--- config.mk ---
export PLATFORM = sky130hd
export DESIGN_NAME = instr_sequencer_flat
export DESIGN_NICKNAME = d
export VERILOG_FILES = /design/src/rtl/instr_sequencer_pkg.sv /design/src/rtl/instr_sequencer_if.sv /design/src/rtl/instr_sequencer_pc_counter.sv /design/src/rtl/instr_sequencer.sv /design/src/flat_wrapper.sv
export SDC_FILE = /design/constraint.sdc
export NUM_CORES = 1
export LEC_CHECK = 0
export CAP_MARGIN = 30
export CORE_ASPECT_RATIO = 0.9
export CORE_MARGIN = 2
export CORE_UTILIZATION = 51
export CTS_BUF_LIST = sky130_fd_sc_hd__clkbuf_8
export CTS_CLUSTER_DIAMETER = 50
export DETAILED_ROUTE_END_ITERATION = 7
export GPL_ROUTABILITY_DRIVEN = 0
export MAX_ROUTING_LAYER = met4
export PLACE_DENSITY = 0.95
export SLEW_MARGIN = 20
export SYNTH_ARGS = -nofsm -noshare
export SYNTH_HDL_FRONTEND = slang
export SYNTH_SLANG_ARGS = --single-unit
export TNS_END_PERCENT = 50
--- constraint.sdc ---
create_clock -name clk -period 4.9 [get_ports clk]
set_clock_uncertainty 0.1 [all_clocks]
set_input_delay 1.225 -clock clk [delete_from_list [all_inputs] [get_ports clk]]
set_output_delay 1.225 -clock clk [all_outputs]
set_load 0.1 [all_outputs]
--- src/rtl/instr_sequencer_pkg.sv ---
// Shared definitions for the instruction sequencer.
//   - INSTR_W / OPC_MSB / OPC_LSB : instruction word layout ([18:16] opcode,
//     [15:8] data1, [7:0] data2)
//   - seq_state_t                 : sequencer FSM state encoding
//   - opcode_of()                 : extracts the opcode field from a word
package instr_sequencer_pkg;

    localparam int INSTR_W = 19;
    localparam int OPC_MSB = 18;
    localparam int OPC_LSB = 16;

    typedef enum logic [2:0] {
        ST_IDLE     = 3'd0,
        ST_FETCH    = 3'd1,
        ST_WAIT_MEM = 3'd2,
        ST_EXEC     = 3'd3,
        ST_HALT     = 3'd4
    } seq_state_t;

    function automatic logic [2:0] opcode_of(input logic [INSTR_W-1:0] word);
        return word[OPC_MSB:OPC_LSB];
    endfunction

endpackage

--- src/rtl/instr_sequencer_if.sv ---
// Fetch and issue bus of the instruction sequencer.
//   imem_addr  : fetch address (sequencer -> memory)
//   imem_rd    : one-cycle fetch strobe (sequencer -> memory)
//   imem_data  : fetched word (memory -> sequencer)
//   imem_valid : imem_data valid (memory -> sequencer)
//   instr_out  : instruction held for the CU (sequencer -> execute)
//   exec_valid : instr_out ready to execute (sequencer -> execute)
//   exec_ready : execute path accepts (execute -> sequencer)
// Modports: master = sequencer side, slave = memory/execute side.
interface instr_sequencer_if #(
    parameter int PC_WIDTH = 8
);
    import instr_sequencer_pkg::*;

    logic [PC_WIDTH-1:0] imem_addr;
    logic                imem_rd;
    logic [INSTR_W-1:0]  imem_data;
    logic                imem_valid;
    logic [INSTR_W-1:0]  instr_out;
    logic                exec_valid;
    logic                exec_ready;

    modport master (
        output imem_addr, imem_rd, instr_out, exec_valid,
        input  imem_data, imem_valid, exec_ready
    );

    modport slave (
        input  imem_addr, imem_rd, instr_out, exec_valid,
        output imem_data, imem_valid, exec_ready
    );

endinterface

--- src/rtl/instr_sequencer_pc_counter.sv ---
// Program counter for the instruction sequencer.
//   clk, reset : clock and asynchronous active-high reset (loads RESET_PC)
//   load       : reload RESET_PC (has priority over inc)
//   inc        : advance by one, wrapping modulo 2**PC_WIDTH
//   pc         : registered program counter
module seq_pc_counter #(
    parameter int                  PC_WIDTH = 8,
    parameter logic [PC_WIDTH-1:0] RESET_PC = '0
) (
    input  logic                clk,
    input  logic                reset,
    input  logic                load,
    input  logic                inc,
    output logic [PC_WIDTH-1:0] pc
);

    localparam logic [PC_WIDTH-1:0] PC_ONE = PC_WIDTH'(1);

    logic [PC_WIDTH-1:0] pc_reg;

    always_ff @(posedge clk or posedge reset) begin
        if (reset) begin
            pc_reg <= RESET_PC;
        end else if (load) begin
            pc_reg <= RESET_PC;
        end else if (inc) begin
            // Natural overflow of the fixed-width add gives the wrap.
            pc_reg <= pc_reg + PC_ONE;
        end
    end

    assign pc = pc_reg;

endmodule

--- src/rtl/instr_sequencer.sv ---
// Fetch/issue controller ahead of the CU opcode decoder. Walks pc through
// instruction memory, captures each word and offers it to the execute path
// with a valid/ready handshake. One instruction in flight; stops on a HALT
// opcode (not issued) or after a stop request once the current one retires.
//   clk, reset : clock, asynchronous active-high reset
//   start      : start from RESET_PC (accepted in IDLE or HALT)
//   stop       : request a stop after the current instruction retires
//   bus        : fetch/issue bus (master side)
//   pc         : current program counter (also drives bus.imem_addr)
//   busy       : high in FETCH, WAIT_MEM and EXEC
//   halted     : high in HALT
//   retired    : saturating count of completed exec transfers
module instr_sequencer
    import instr_sequencer_pkg::*;
#(
    parameter int                  PC_WIDTH    = 8,
    parameter logic [PC_WIDTH-1:0] RESET_PC    = '0,
    parameter logic [2:0]          HALT_OPCODE = 3'd7,
    parameter int                  CNT_WIDTH   = 16
) (
    input  logic                 clk,
    input  logic                 reset,
    input  logic                 start,
    input  logic                 stop,
    instr_sequencer_if.master    bus,
    output logic [PC_WIDTH-1:0]  pc,
    output logic                 busy,
    output logic                 halted,
    output logic [CNT_WIDTH-1:0] retired
);

    localparam logic [CNT_WIDTH-1:0] CNT_MAX = '1;
    localparam logic [CNT_WIDTH-1:0] CNT_ONE = CNT_WIDTH'(1);

    seq_state_t          state_reg;
    logic [INSTR_W-1:0]  instr_out_reg;
    logic                imem_rd_reg;
    logic                exec_valid_reg;
    logic                busy_reg;
    logic                halted_reg;
    logic [CNT_WIDTH-1:0] retired_reg;
    logic                stop_pend_reg;

    logic pc_load;
    logic pc_inc;

    // The pc register lives in the counter; these decodes line up with the
    // start and transfer transitions taken by the FSM below.
    assign pc_load = ((state_reg == ST_IDLE) || (state_reg == ST_HALT)) && start;
    assign pc_inc  = (state_reg == ST_EXEC) && bus.exec_ready;

    seq_pc_counter #(
        .PC_WIDTH (PC_WIDTH),
        .RESET_PC (RESET_PC)
    ) u_pc (
        .clk   (clk),
        .reset (reset),
        .load  (pc_load),
        .inc   (pc_inc),
        .pc    (pc)
    );

    always_ff @(posedge clk or posedge reset) begin
        if (reset) begin
            state_reg      <= ST_IDLE;
            instr_out_reg  <= '0;
            imem_rd_reg    <= 1'b0;
            exec_valid_reg <= 1'b0;
            busy_reg       <= 1'b0;
            halted_reg     <= 1'b0;
            retired_reg    <= '0;
            stop_pend_reg  <= 1'b0;
        end else begin
            // Fetch strobe is a single-cycle pulse unless re-armed below.
            imem_rd_reg <= 1'b0;

            // Stop only ever latches while busy; transitions below may clear it.
            if (busy_reg && stop) begin
                stop_pend_reg <= 1'b1;
            end

            case (state_reg)
                ST_IDLE, ST_HALT: begin
                    if (start) begin
                        // A simultaneous stop is discarded: start wins.
                        state_reg     <= ST_FETCH;
                        retired_reg   <= '0;
                        stop_pend_reg <= 1'b0;
                        imem_rd_reg   <= 1'b1;
                        busy_reg      <= 1'b1;
                        halted_reg    <= 1'b0;
                    end
                end

                ST_FETCH: begin
                    state_reg <= ST_WAIT_MEM;
                end

                ST_WAIT_MEM: begin
                    if (bus.imem_valid) begin
                        instr_out_reg <= bus.imem_data;
                        if (opcode_of(bus.imem_data) == HALT_OPCODE) begin
                            // HALT is captured but never offered; pc stays put.
                            state_reg  <= ST_HALT;
                            busy_reg   <= 1'b0;
                            halted_reg <= 1'b1;
                        end else begin
                            state_reg      <= ST_EXEC;
                            exec_valid_reg <= 1'b1;
                        end
                    end
                end

                ST_EXEC: begin
                    if (bus.exec_ready) begin
                        exec_valid_reg <= 1'b0;
                        if (retired_reg != CNT_MAX) begin
                            retired_reg <= retired_reg + CNT_ONE;
                        end
                        // A stop arriving on the transfer cycle still counts.
                        if (stop_pend_reg || stop) begin
                            state_reg     <= ST_IDLE;
                            busy_reg      <= 1'b0;
                            stop_pend_reg <= 1'b0;
                        end else begin
                            state_reg   <= ST_FETCH;
                            imem_rd_reg <= 1'b1;
                        end
                    end
                end

                default: begin
                    state_reg      <= ST_IDLE;
                    imem_rd_reg    <= 1'b0;
                    exec_valid_reg <= 1'b0;
                    busy_reg       <= 1'b0;
                    halted_reg     <= 1'b0;
                    stop_pend_reg  <= 1'b0;
                end
            endcase
        end
    end

    assign bus.imem_addr  = pc;
    assign bus.imem_rd    = imem_rd_reg;
    assign bus.instr_out  = instr_out_reg;
    assign bus.exec_valid = exec_valid_reg;
    assign busy           = busy_reg;
    assign halted         = halted_reg;
    assign retired        = retired_reg;

endmodule
--- src/flat_wrapper.sv ---
// flat-port wrapper written by rule: the top's interface ports become plain ports
module instr_sequencer_flat import instr_sequencer_pkg::*;
#(
    parameter int                  PC_WIDTH    = 8,
    parameter logic [PC_WIDTH-1:0] RESET_PC    = '0,
    parameter logic [2:0]          HALT_OPCODE = 3'd7,
    parameter int                  CNT_WIDTH   = 16
)
  (clk, reset, start, stop, pc, busy, halted, retired, bus_imem_addr, bus_imem_rd, bus_instr_out, bus_exec_valid, bus_imem_data, bus_imem_valid, bus_exec_ready);
  instr_sequencer_if #(.PC_WIDTH(PC_WIDTH)) bus_i ();
  input  logic clk;
  input  logic reset;
  input  logic start;
  input  logic stop;
  output logic [PC_WIDTH-1:0] pc;
  output logic busy;
  output logic halted;
  output logic [CNT_WIDTH-1:0] retired;
  output wire logic [$bits(bus_i.imem_addr)-1:0] bus_imem_addr;
  output wire logic [$bits(bus_i.imem_rd)-1:0] bus_imem_rd;
  output wire logic [$bits(bus_i.instr_out)-1:0] bus_instr_out;
  output wire logic [$bits(bus_i.exec_valid)-1:0] bus_exec_valid;
  input wire logic [$bits(bus_i.imem_data)-1:0] bus_imem_data;
  input wire logic [$bits(bus_i.imem_valid)-1:0] bus_imem_valid;
  input wire logic [$bits(bus_i.exec_ready)-1:0] bus_exec_ready;
  assign bus_imem_addr = bus_i.imem_addr;
  assign bus_imem_rd = bus_i.imem_rd;
  assign bus_instr_out = bus_i.instr_out;
  assign bus_exec_valid = bus_i.exec_valid;
  assign bus_i.imem_data = bus_imem_data;
  assign bus_i.imem_valid = bus_imem_valid;
  assign bus_i.exec_ready = bus_exec_ready;
  instr_sequencer #(.PC_WIDTH(PC_WIDTH), .RESET_PC(RESET_PC), .HALT_OPCODE(HALT_OPCODE), .CNT_WIDTH(CNT_WIDTH)) u_core (.clk(clk), .reset(reset), .start(start), .stop(stop), .bus(bus_i), .pc(pc), .busy(busy), .halted(halted), .retired(retired));
endmodule
io_placement.png
Pins as bars across the die edge, other pins in gray.
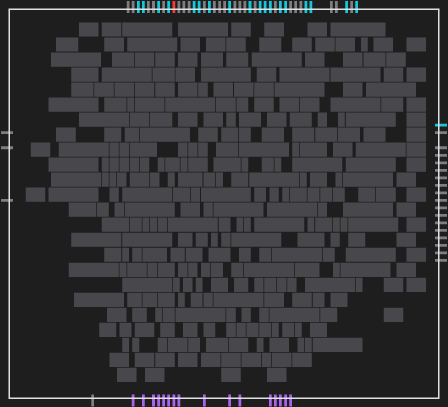
legend:
  red:
    port: bus_exec_ready
    pins: 1
    direction: input
    edge: top
  cyan:
    port: bus_instr_out
    pins: 19
    direction: output
    edge: 18 top, 1 right
  purple:
    port: retired
    pins: 16
    direction: output
    edge: bottom

sizes.png
Scale bar: 20 microns.
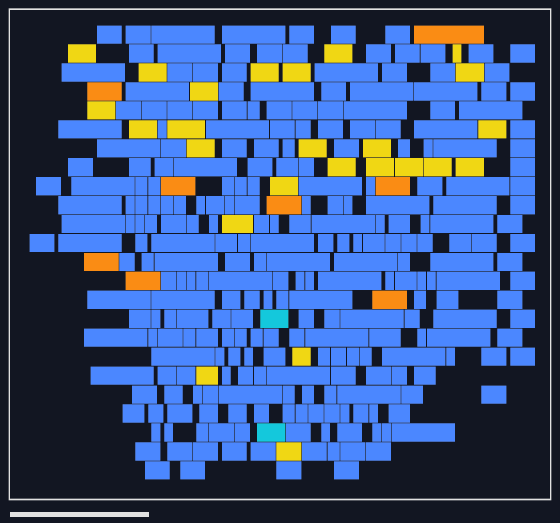
legend:
  cyan:
    size: _3 and _4 cells
    cells: 2
    share: 0.66%
  yellow:
    size: _2 cells
    cells: 25
    share: 8.2%
  blue:
    size: _0 and _1 cells
    cells: 269
    share: 88%
  orange:
    size: _6 and larger
    cells: 8
    share: 2.6%

layer_met4.png
Scale bar: 20 microns.
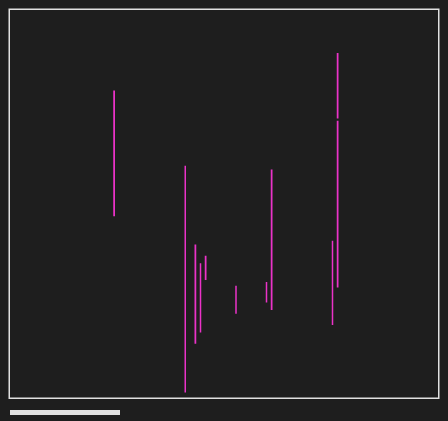
share of all routed wire: 2.8%
main direction: vertical
wire length on this layer: 187 microns
longest straight run: 40.8 microns

==> results.sh <==
# flow metrics
export IMPL_maxSlewHeadroom_pct=31.9
export IMPL_r2r_end="u_core.retired[3]$_DFFE_PP0P_"
export IMPL_min_path_cells=1
export IMPL_setup_violations=0
export IMPL_synth_distinct_cells=46
export IMPL_top_cell_area_share_pct=51.4
export IMPL_synth_net_count=260
export IMPL_ys_seq_share_pct=51.4
export IMPL_die_h_microns=70.2
export IMPL_vias_per_cell=6.09
export IMPL_rsz0062_at_grt="no"
export IMPL_core_area_sq_mm=0.00477
export IMPL_syn_inst=233
export IMPL_ant_nets=0
export IMPL_outcome="finished, final reports clean"
export IMPL_min_period_ps=3510
export IMPL_clkbuf_count=7
export IMPL_cts_setup_buffers=0
export IMPL_wl_per_cell_microns=17.8
export IMPL_netlist_top_cells_count="51 x dfrtp_1, 19 x mux2_2, 16 x nand2_1, 15 x nand3_1, 14 x nor2_1"
export IMPL_cts_clk_slew_worst_paths_ps=90
export IMPL_edf_count=0
export IMPL_comb_cells=157
export IMPL_grt_pass1_vias=2102
export IMPL_boundaryPins=80
export IMPL_logic_area_sq_mm=0.00107
export IMPL_initial_core_util_pct=52.0
export IMPL_place_area_sq_mm=0.00328
export IMPL_ys_cells=233
export IMPL_synthArstFlopShare_pct=100
export IMPL_flops=51
export IMPL_holdPathEnd="u_core.bus.instr_out[0]$_DFFE_PP0P_"
export IMPL_sh_comb_area_pct=31.8
export IMPL_post_cts_resized=0
export IMPL_yosysWarnings=0
export IMPL_antenna_diode_count=0
export IMPL_tool_warnings=26
export IMPL_synth_top_cell_by_count="dfrtp_1"
export IMPL_adder_share_pct=1.01
export IMPL_synthToLayoutAreaGrowth_pct=36.2
export IMPL_wirelength_microns=6580
export IMPL_first_pass_iters=5
export IMPL_aoi_share_pct=13.0
export IMPL_nNonClkInverters=8
export IMPL_ys_flops=51
export IMPL_topCellsByArea="dfrtp_1 51%, mux2_2 8.6%, nand3_1 3.0%"
export IMPL_overflow=0
export IMPL_avgSynthCellArea_sq_um=10.6
==> critical path: stages <==
cell	delay [ps]
clkdlybuf4s50_1	570
and4b_1	640
nor2_1	160
a31oi_1	790
a31oi_1	170
==> layer usage <==
layer  share of wire [%]  track usage [%]  vias to the layer above
met5                   0                -                        -
met4                 2.8             10.5                        0
met3                 5.8             3.88                       26
met2                  53             41.7                      143
met1                  39             30.9                     1089
li1                    -                -                      991
==> cell usage in the layout (no fill, tap or decap), types with 2 or more instances in the layout <==
master           Yosys  final
a21oi_1             11     11
a221o_1              2      2
a31oi_1             11     11
and2_1               2      2
and3_1               3      3
and4_1               2      2
clkbuf_8             0      7
clkdlybuf4s50_1      0     79
dfrtp_1             51     51
ha_1                 2      2
inv_1                8      8
mux2_2              19     19
mux2i_1              2      2
nand2_1             16     16
nand2b_1             2      2
nand3_1             15     15
nand4_1              5      5
nor2_1              14     14
nor3_1               5      5
nor4_1               3      3
o211ai_1             5      5
o21ai_0              9      9
or4_1                2      2
or4_4                2      2
xor2_1               6      6
==> metrics by stage <==
stage | cells | utilization, % | setup WS, ps
floorplan | 233 | - | 2160
global placement | 360 | 68.1 | 1260
detailed placement | 361 | 68.7 | 1140
CTS | 369 | 70.8 | 1470
global route | 369 | 70.8 | 1280
finish | 369 | 70.8 | 1390
